port_nets.png
Drawn at 2 px/µm.
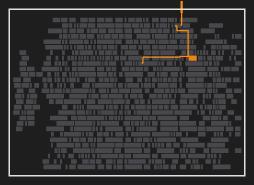
final_placement.png
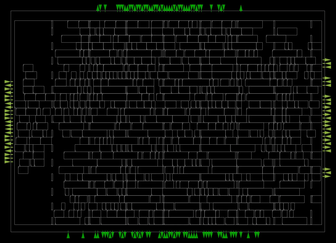
drive_strength.png
Drawn at 4 px/µm.
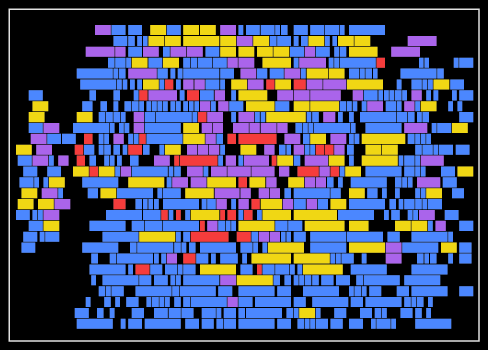
pins.png
Drawn at 4 px/µm. Pins as bars across the die edge, other pins in gray.
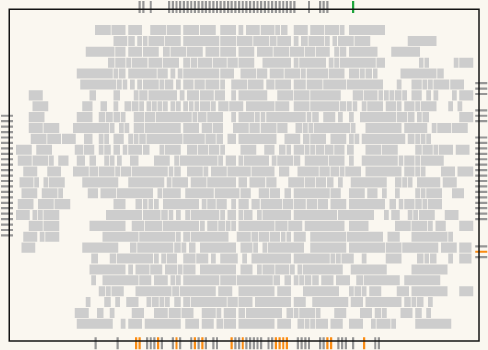
gate_families.png
Drawn at 4 px/µm.
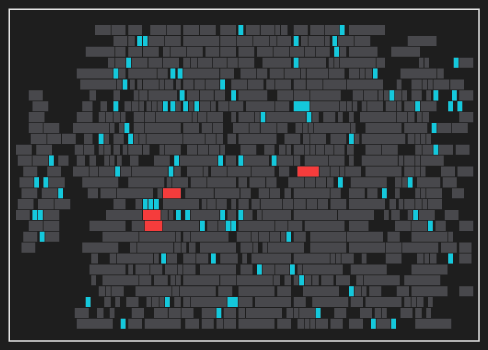
**src/rtl/mem_arb_pkg.sv**
```systemverilog
// Shared types and default timing for the unified-memory arbiter.
// Included by the counter and by the arbiter top.
package mem_arb_pkg;

   localparam int unsigned LATENCY_DEF      = 4;
   localparam int unsigned STARVE_LIMIT_DEF = 3;

   typedef enum logic [1:0] {
      ST_IDLE = 2'd0,
      ST_WAIT = 2'd1,
      ST_RESP = 2'd2
   } state_e;

   typedef enum logic [1:0] {
      OWN_NONE = 2'd0,
      OWN_IF   = 2'd1,
      OWN_DM   = 2'd2
   } owner_e;

endpackage

```
**src/rtl/mem_arb_counter.sv**
```systemverilog
// Loadable latency down-counter for the memory arbiter.
// zero_o flags the decrement that takes the count to zero.
module mem_arb_counter
   import mem_arb_pkg::*;
#(
   parameter int unsigned MAX_VAL = LATENCY_DEF
) (
   input  logic                             clk,
   input  logic                             rst_n,
   input  logic                             load_i,
   input  logic [$clog2(MAX_VAL+1)-1:0]     load_val_i,
   input  logic                             dec_i,
   output logic                             zero_o
);

   localparam int unsigned W = $clog2(MAX_VAL+1);

   logic [W-1:0] cnt_q, cnt_d;

   always_comb begin
      cnt_d = cnt_q;
      if (load_i) begin
         cnt_d = load_val_i;
      end else if (dec_i && (cnt_q != '0)) begin
         cnt_d = cnt_q - W'(1);
      end
   end

   always_ff @(posedge clk or negedge rst_n) begin
      if (!rst_n) begin
         cnt_q <= '0;
      end else begin
         cnt_q <= cnt_d;
      end
   end

   assign zero_o = dec_i && (cnt_q == W'(1));

endmodule

```
**src/rtl/mem_arbiter.sv**
```systemverilog
// Arbiter sharing one fixed-latency single-port memory between fetch (IF) and data (DM).
// One access in flight at a time: grant/issue in IDLE, wait out the latency, pulse ready.
//
//   state | meaning
//   IDLE  | no access in flight; any request is granted and issued this cycle
//   WAIT  | access issued, counting down to the cycle mem_rdata is valid
//   RESP  | owner's ready pulses; back to IDLE next cycle
module mem_arbiter
   import mem_arb_pkg::*;
#(
   parameter int unsigned LATENCY      = LATENCY_DEF,
   parameter int unsigned STARVE_LIMIT = STARVE_LIMIT_DEF
) (
   input  logic        clk,
   input  logic        rst_n,
   input  logic        if_req_i,
   input  logic [15:0] if_addr_i,
   output logic        if_ready_o,
   output logic [15:0] if_rdata_o,
   output logic        if_stall_o,
   input  logic        dm_req_i,
   input  logic        dm_wr_i,
   input  logic [15:0] dm_addr_i,
   input  logic [15:0] dm_wdata_i,
   output logic        dm_ready_o,
   output logic [15:0] dm_rdata_o,
   output logic        dm_stall_o,
   output logic        mem_en_o,
   output logic        mem_wr_o,
   output logic [15:0] mem_addr_o,
   output logic [15:0] mem_wdata_o,
   input  logic [15:0] mem_rdata_i,
   output logic        err_o
);

   localparam int unsigned CW = $clog2(LATENCY+1);
   localparam int unsigned SW = $clog2(STARVE_LIMIT+1);
   localparam logic [CW-1:0] LAT_LOAD   = CW'(LATENCY);
   localparam logic [SW-1:0] STARVE_MAX = SW'(STARVE_LIMIT);

   state_e        state_q, state_d;
   owner_e        owner_q, owner_d;
   logic          wr_q, wr_d;
   logic [15:0]   addr_q, addr_d;
   logic [SW-1:0] streak_q, streak_d;
   logic [15:0]   if_rdata_q, if_rdata_d;
   logic [15:0]   dm_rdata_q, dm_rdata_d;
   logic          err_q, err_d;

   logic          cnt_load, cnt_dec, cnt_zero;
   logic          idle_ok, grant_dm, grant_if;
   logic          own_req, own_wr;
   logic [15:0]   own_addr;

   // Reset gates the grant so no command or stall escapes while rst_n is low.
   assign idle_ok  = rst_n && (state_q == ST_IDLE);
   assign grant_dm = idle_ok && dm_req_i && !(if_req_i && (streak_q == STARVE_MAX));
   assign grant_if = idle_ok && if_req_i && !grant_dm;

   assign own_req  = (owner_q == OWN_IF) ? if_req_i  : dm_req_i;
   assign own_addr = (owner_q == OWN_IF) ? if_addr_i : dm_addr_i;
   assign own_wr   = (owner_q == OWN_DM) ? dm_wr_i   : 1'b0;

   mem_arb_counter #(
      .MAX_VAL    (LATENCY)
   ) u_counter (
      .clk        (clk),
      .rst_n      (rst_n),
      .load_i     (cnt_load),
      .load_val_i (LAT_LOAD),
      .dec_i      (cnt_dec),
      .zero_o     (cnt_zero)
   );

   always_comb begin
      state_d     = state_q;
      owner_d     = owner_q;
      wr_d        = wr_q;
      addr_d      = addr_q;
      streak_d    = streak_q;
      if_rdata_d  = if_rdata_q;
      dm_rdata_d  = dm_rdata_q;
      err_d       = err_q;
      cnt_load    = 1'b0;
      cnt_dec     = 1'b0;
      mem_en_o    = 1'b0;
      mem_wr_o    = 1'b0;
      mem_addr_o  = '0;
      mem_wdata_o = '0;

      case (state_q)
         ST_IDLE: begin
            if (grant_dm || grant_if) begin
               mem_en_o = 1'b1;
               cnt_load = 1'b1;
               state_d  = ST_WAIT;
               if (grant_dm) begin
                  owner_d     = OWN_DM;
                  wr_d        = dm_wr_i;
                  addr_d      = dm_addr_i;
                  mem_wr_o    = dm_wr_i;
                  mem_addr_o  = dm_addr_i;
                  mem_wdata_o = dm_wdata_i;
                  streak_d    = if_req_i ? (streak_q + SW'(1)) : '0;
               end else begin
                  owner_d    = OWN_IF;
                  wr_d       = 1'b0;
                  addr_d     = if_addr_i;
                  mem_addr_o = if_addr_i;
                  streak_d   = '0;
               end
               if (addr_d[0]) begin
                  err_d = 1'b1;
               end
            end
         end
         ST_WAIT: begin
            cnt_dec = 1'b1;
            if (!own_req || (own_addr != addr_q) || (own_wr != wr_q)) begin
               err_d = 1'b1;
            end
            if (cnt_zero) begin
               state_d = ST_RESP;
               if (owner_q == OWN_IF) begin
                  if_rdata_d = mem_rdata_i;
               end else if (!wr_q) begin
                  dm_rdata_d = mem_rdata_i;
               end
            end
         end
         ST_RESP: begin
            state_d = ST_IDLE;
            owner_d = OWN_NONE;
         end
         default: begin
            state_d = ST_IDLE;
            owner_d = OWN_NONE;
         end
      endcase
   end

   always_ff @(posedge clk or negedge rst_n) begin
      if (!rst_n) begin
         state_q    <= ST_IDLE;
         owner_q    <= OWN_NONE;
         wr_q       <= 1'b0;
         addr_q     <= '0;
         streak_q   <= '0;
         if_rdata_q <= '0;
         dm_rdata_q <= '0;
         err_q      <= 1'b0;
      end else begin
         state_q    <= state_d;
         owner_q    <= owner_d;
         wr_q       <= wr_d;
         addr_q     <= addr_d;
         streak_q   <= streak_d;
         if_rdata_q <= if_rdata_d;
         dm_rdata_q <= dm_rdata_d;
         err_q      <= err_d;
      end
   end

   assign if_ready_o = (state_q == ST_RESP) && (owner_q == OWN_IF);
   assign dm_ready_o = (state_q == ST_RESP) && (owner_q == OWN_DM);
   assign if_stall_o = rst_n && if_req_i && !if_ready_o;
   assign dm_stall_o = rst_n && dm_req_i && !dm_ready_o;
   assign if_rdata_o = if_rdata_q;
   assign dm_rdata_o = dm_rdata_q;
   assign err_o      = err_q;

endmodule

```
**config.mk**
```make
export PLATFORM = sky130hd
export DESIGN_NAME = mem_arbiter
export DESIGN_NICKNAME = d
export VERILOG_FILES = /design/src/rtl/mem_arb_pkg.sv /design/src/rtl/mem_arb_counter.sv /design/src/rtl/mem_arbiter.sv
export SDC_FILE = /design/constraint.sdc
export NUM_CORES = 1
export LEC_CHECK = 0
export ABC_AREA = 1
export CORE_ASPECT_RATIO = 0.7
export CORE_UTILIZATION = 35
export DETAILED_ROUTE_END_ITERATION = 10
export PLACE_DENSITY = 0.75
export SYNTH_ARGS = -nofsm -noshare
export SYNTH_HDL_FRONTEND = slang
export SYNTH_SLANG_ARGS = --single-unit
```
**constraint.sdc**
```tcl
create_clock -name clk -period 1.5 [get_ports clk]
set_input_delay 0.3 -clock clk [delete_from_list [all_inputs] [get_ports clk]]
set_output_delay 0.3 -clock clk [all_outputs]
set_load 0.02 [all_outputs]
```
==> Flow_metrics.wiki <==
== Implementation results ==
{| class="wikitable"
! Metric !! Value
|-
| Result of the run || finished, violations left
|-
| Violations in the final reports || negative setup slack
|-
| Synthesis area per yosys || 3240 µm²
|-
| Number of antenna violations at the first check in global routing || 0
|-
| Drc violations || 0
|-
| Number of slew-limit violations in the final report || 0
|-
| Remaining number of nets flagged by the antenna check after routing || 0
|-
| Commonest non-fill, non-tap cells in the layout || sky130_fd_sc_hd__nand2_1 (105), sky130_fd_sc_hd__inv_1 (74), sky130_fd_sc_hd__clkdlybuf4s50_1 (65)
|-
| Worst path buffer plus inverter count || 4
|-
| Clock tree root driver cell || sky130_fd_sc_hd__clkbuf_16
|-
| Vias per inst || 5.38
|-
| Setup repair after global routing missed its margin || true
|-
| Total setup violations reported at the end of the flow || 97
|-
| Net switching share of the total power || 42.7%
|-
| Net count reported at finish || 731
|-
| PwrDens || 1750 nW/µm²
|-
| Transition time of the tightest slew-check pin || 464 ps
|-
| Yosys stat cell total || 448
|-
| Type of the worst min-delay path || in -> async
|-
| Die area || 9660 µm²
|-
| DR vias || 4215
|-
| Worst reg-to-reg setup slack || -460 ps
|-
| Net Sw Power || 4800 µW
|-
| Type of the setup path with the least slack || reg -> out
|-
| Total tool warning count || 30
|-
| Synthesized flop and latch total || 59
|-
| Series of cell instances along the critical path || ha_2, nand2_4, nand3_4, buf_8, inv_8, buf_8, nand2_2, nand2_2, buf_6
|-
| Worst setup margin || -559 ps
|-
| Worst clock skew || 8.69 ps
|-
| Gate count of the mapped netlist || 448
|-
| Syn avg cell area || 7.24 µm²
|-
| Hpwl dp || 7.69 mm
|-
| Crit start category || flip-flop
|-
| Critical path required time || 1200 ps
|-
| Post-DR wirelength/cell || 19.1 µm
|-
| Distinct cell type count after synthesis || 29
|-
| Number of port buffers || 139
|-
| Highest-count logic cell in the final layout || sky130_fd_sc_hd__nand2_1
|-
| First drt pass iteration count || 6
|-
| Antenna diodes || 0
|-
| Peak supply drop || 0.736 mV
|-
| Data arrival time of the worst path || 1760 ps
|-
| Total global-route track usage || 27.4%
|-
| Synth warn || 0
|-
| Share of cells above drive strength 1 || 33.2%
|-
| Proportion of synthesized flip-flops having asynchronous set or reset || 100%
|-
| Post-synth tally of flip-flops with integrated enable || 0
|-
| Cell count after placement || 729
|-
| Drt initial violations || 331
|-
| Largest delay share family, worst path || buffers and inverters
|-
| Internal power contribution || 6450 µW
|-
| Pin count of the biggest net entering global routing || 34
|-
| Stages on worst setup path || 9
|-
| R2R cell count || 11
|-
| Minimum clock period || 2060 ps
|-
| Maximum clock path buffer count || 2
|-
| Max transition margin || 69.1%
|-
| Remaining global-route overflow || 0
|-
| RD Place Congestion || 0.798
|-
| Via count of the first global-routing pass || 3987
|-
| Top_reg_cell synth || sky130_fd_sc_hd__dfrtp_1
|-
| Top Ports || 140
|-
| Aggregate routed wire length || 15.0 mm
|-
| Share of total power in the clock network || 20.1%
|-
| Maximum clock frequency || 0.486 GHz
|-
| R2R Path End || dm_rdata_o[0]
|-
| H-tree level count || 3
|-
| Maximum net fanout on the critical path || 4
|-
| Total of hold buffers inserted after clock tree synthesis || 0
|-
| Post-synthesis sequential area ratio || 45.5%
|-
| Total leakage power || 0.00326 µW
|-
| Total clock sinks || 59
|-
| Critical path endpoint || mem_addr_o[5]
|-
| Crit path largest cell delay || 400 ps
|}
## Picture notes: port_nets.png
color	port	direction	end cells	buffers	wire
orange	mem_en_o	output	1	1	56.8 µm

## Picture notes: final_placement.png
area of the core region: 8720 µm²
placement row count: 28
non-filler instance count after layout: 783
sequential cell area share: 23.0%
Util after Layout: 73.8%

## Picture notes: drive_strength.png
color	size	cells	share	most used
red	drive 2	36	5.4%	nand2_2
blue	drive 1 or less	443	67%	nand2_1
purple	drive 3 to 4	99	15%	buf_4
yellow	drive 6 and up	85	13%	buf_6
worst setup margin: -559 ps
layout-stage area growth over the synthesis result: 98.6%

## Picture notes: pins.png
color	port	pins	direction	edge
green	mem_en_o	1	output	north
orange	mem_rdata_i	16	input	15 south, 1 east
horizontal die dimension: 117 µm
die height: 82.5 µm

## Picture notes: gate_families.png
color	family	cells
red	adder and majority cells	4
cyan	inverters	82

## metrics by stage
step	setup WS (ps)	TNS, ps	hold WS (ps)	cell area (µm²)	power (µW)
after detailed placement	-975	-45050	376	5120	7600
after CTS	-475	-21560	35.7	6100	10300
final	-559	-35820	79.6	6440	11200
after global placement	-958	-44250	388	5120	7420
after floorplan	-134	-2170	4.41	3370	5440
after global routing	-612	-40570	92.1	6440	11800
## worst min path at each step
stage	from	end	slack, ps	cells after the start
after CTS	rst_n	streak_q[1]	40	2
final	rst_n	streak_q[1]	80	2
after global routing	rst_n	dm_rdata_o[1]	90	2
after detailed placement	rst_n	streak_q[1]	380	2
after global placement	rst_n	if_rdata_o[0]	390	2
after floorplan	rst_n	addr_q[0]	4	0
## registers in the layout, summed over array words and instances (netlist names)
register,count
streak_q,2
err_o,1
wr_q,1
owner_q,2
state_q,2
if_rdata_o,16
u_counter.cnt_q,3
addr_q,16
dm_rdata_o,16
## area by class of cell
| class | count | area, µm² |
|---|---|---|
| Clock buffer | 10 | 239 |
| Inverter | 82 | 319 |
| Multi-Input combinational cell | 291 | 1900 |
| Sequential cell | 59 | 1480 |
| Fill cell | 551 | 2280 |
| Clock inverter | 6 | 88.8 |
| Timing Repair Buffer | 215 | 2260 |
| Tap cell | 120 | 150 |
## Yosys cell counts (all sizes together) (2+ instances only)
master / n / area [µm²]
ha: 4 / 50.1
o211ai: 2 / 15.0
dfrtp: 59 / 1480
nand3: 44 / 225
o21ai: 44 / 220
nand2: 133 / 502
inv: 81 / 304
clkbuf: 2 / 7.51
nor3: 2 / 15.0
nor2: 33 / 136
o21bai: 16 / 120
o22ai: 6 / 37.5
buf: 14 / 83.8
nand4: 2 / 12.5
## power by group through the flow
stage	registers [µW]	clock network, µW	logic, µW
finish	2830	2260	6150
global route	2890	2360	6530
CTS	2750	2270	5320
detailed placement	2780	0	4820
global placement	2730	0	4680
floorplan	3250	0	2190
## cells by family (layout without fill, tap and decap cells)
logic type,Yosys count,in the layout,synth area share (%)
xor+xnor,1,1,0.270
fa+ha+maj,4,4,1.54
flops,59,59,45.5
compound gates,70,70,12.5
simple gates,216,216,27.9
buf+inv,98,313,12.3
## worst reg2reg max path: stages (launching register included)
cell,delay [ps]
sky130_fd_sc_hd__dfrtp_2,410
sky130_fd_sc_hd__buf_4,140
sky130_fd_sc_hd__buf_4,100
sky130_fd_sc_hd__buf_6,100
sky130_fd_sc_hd__inv_1,100
sky130_fd_sc_hd__nor2_4,170
sky130_fd_sc_hd__inv_2,80
sky130_fd_sc_hd__nor2_4,210
sky130_fd_sc_hd__nand3_4,180
sky130_fd_sc_hd__buf_12,190
sky130_fd_sc_hd__nand2_1,70
sky130_fd_sc_hd__o21ai_0,90
## metal layers
layer  share of wire (%)  vias up  track usage (%)  wire length (µm)
met2                  49      274             47.2              7310
met1                  40     2057             33.4              5910
li1                    -     1821                -                 -
met3                 8.0       63             5.69              1200
met4                 3.6        0             12.0               542
met5                   0        -                0                 0
## what timing repair did
action / CTS / global route
endpoints found under the setup margin: 114 / 96
cloned: 6 / 3
setup buffers: 22 / 12
pin swaps: 18 / 18
gates resized: 355 / 71
Power is estimated from default activity; no workload was simulated.
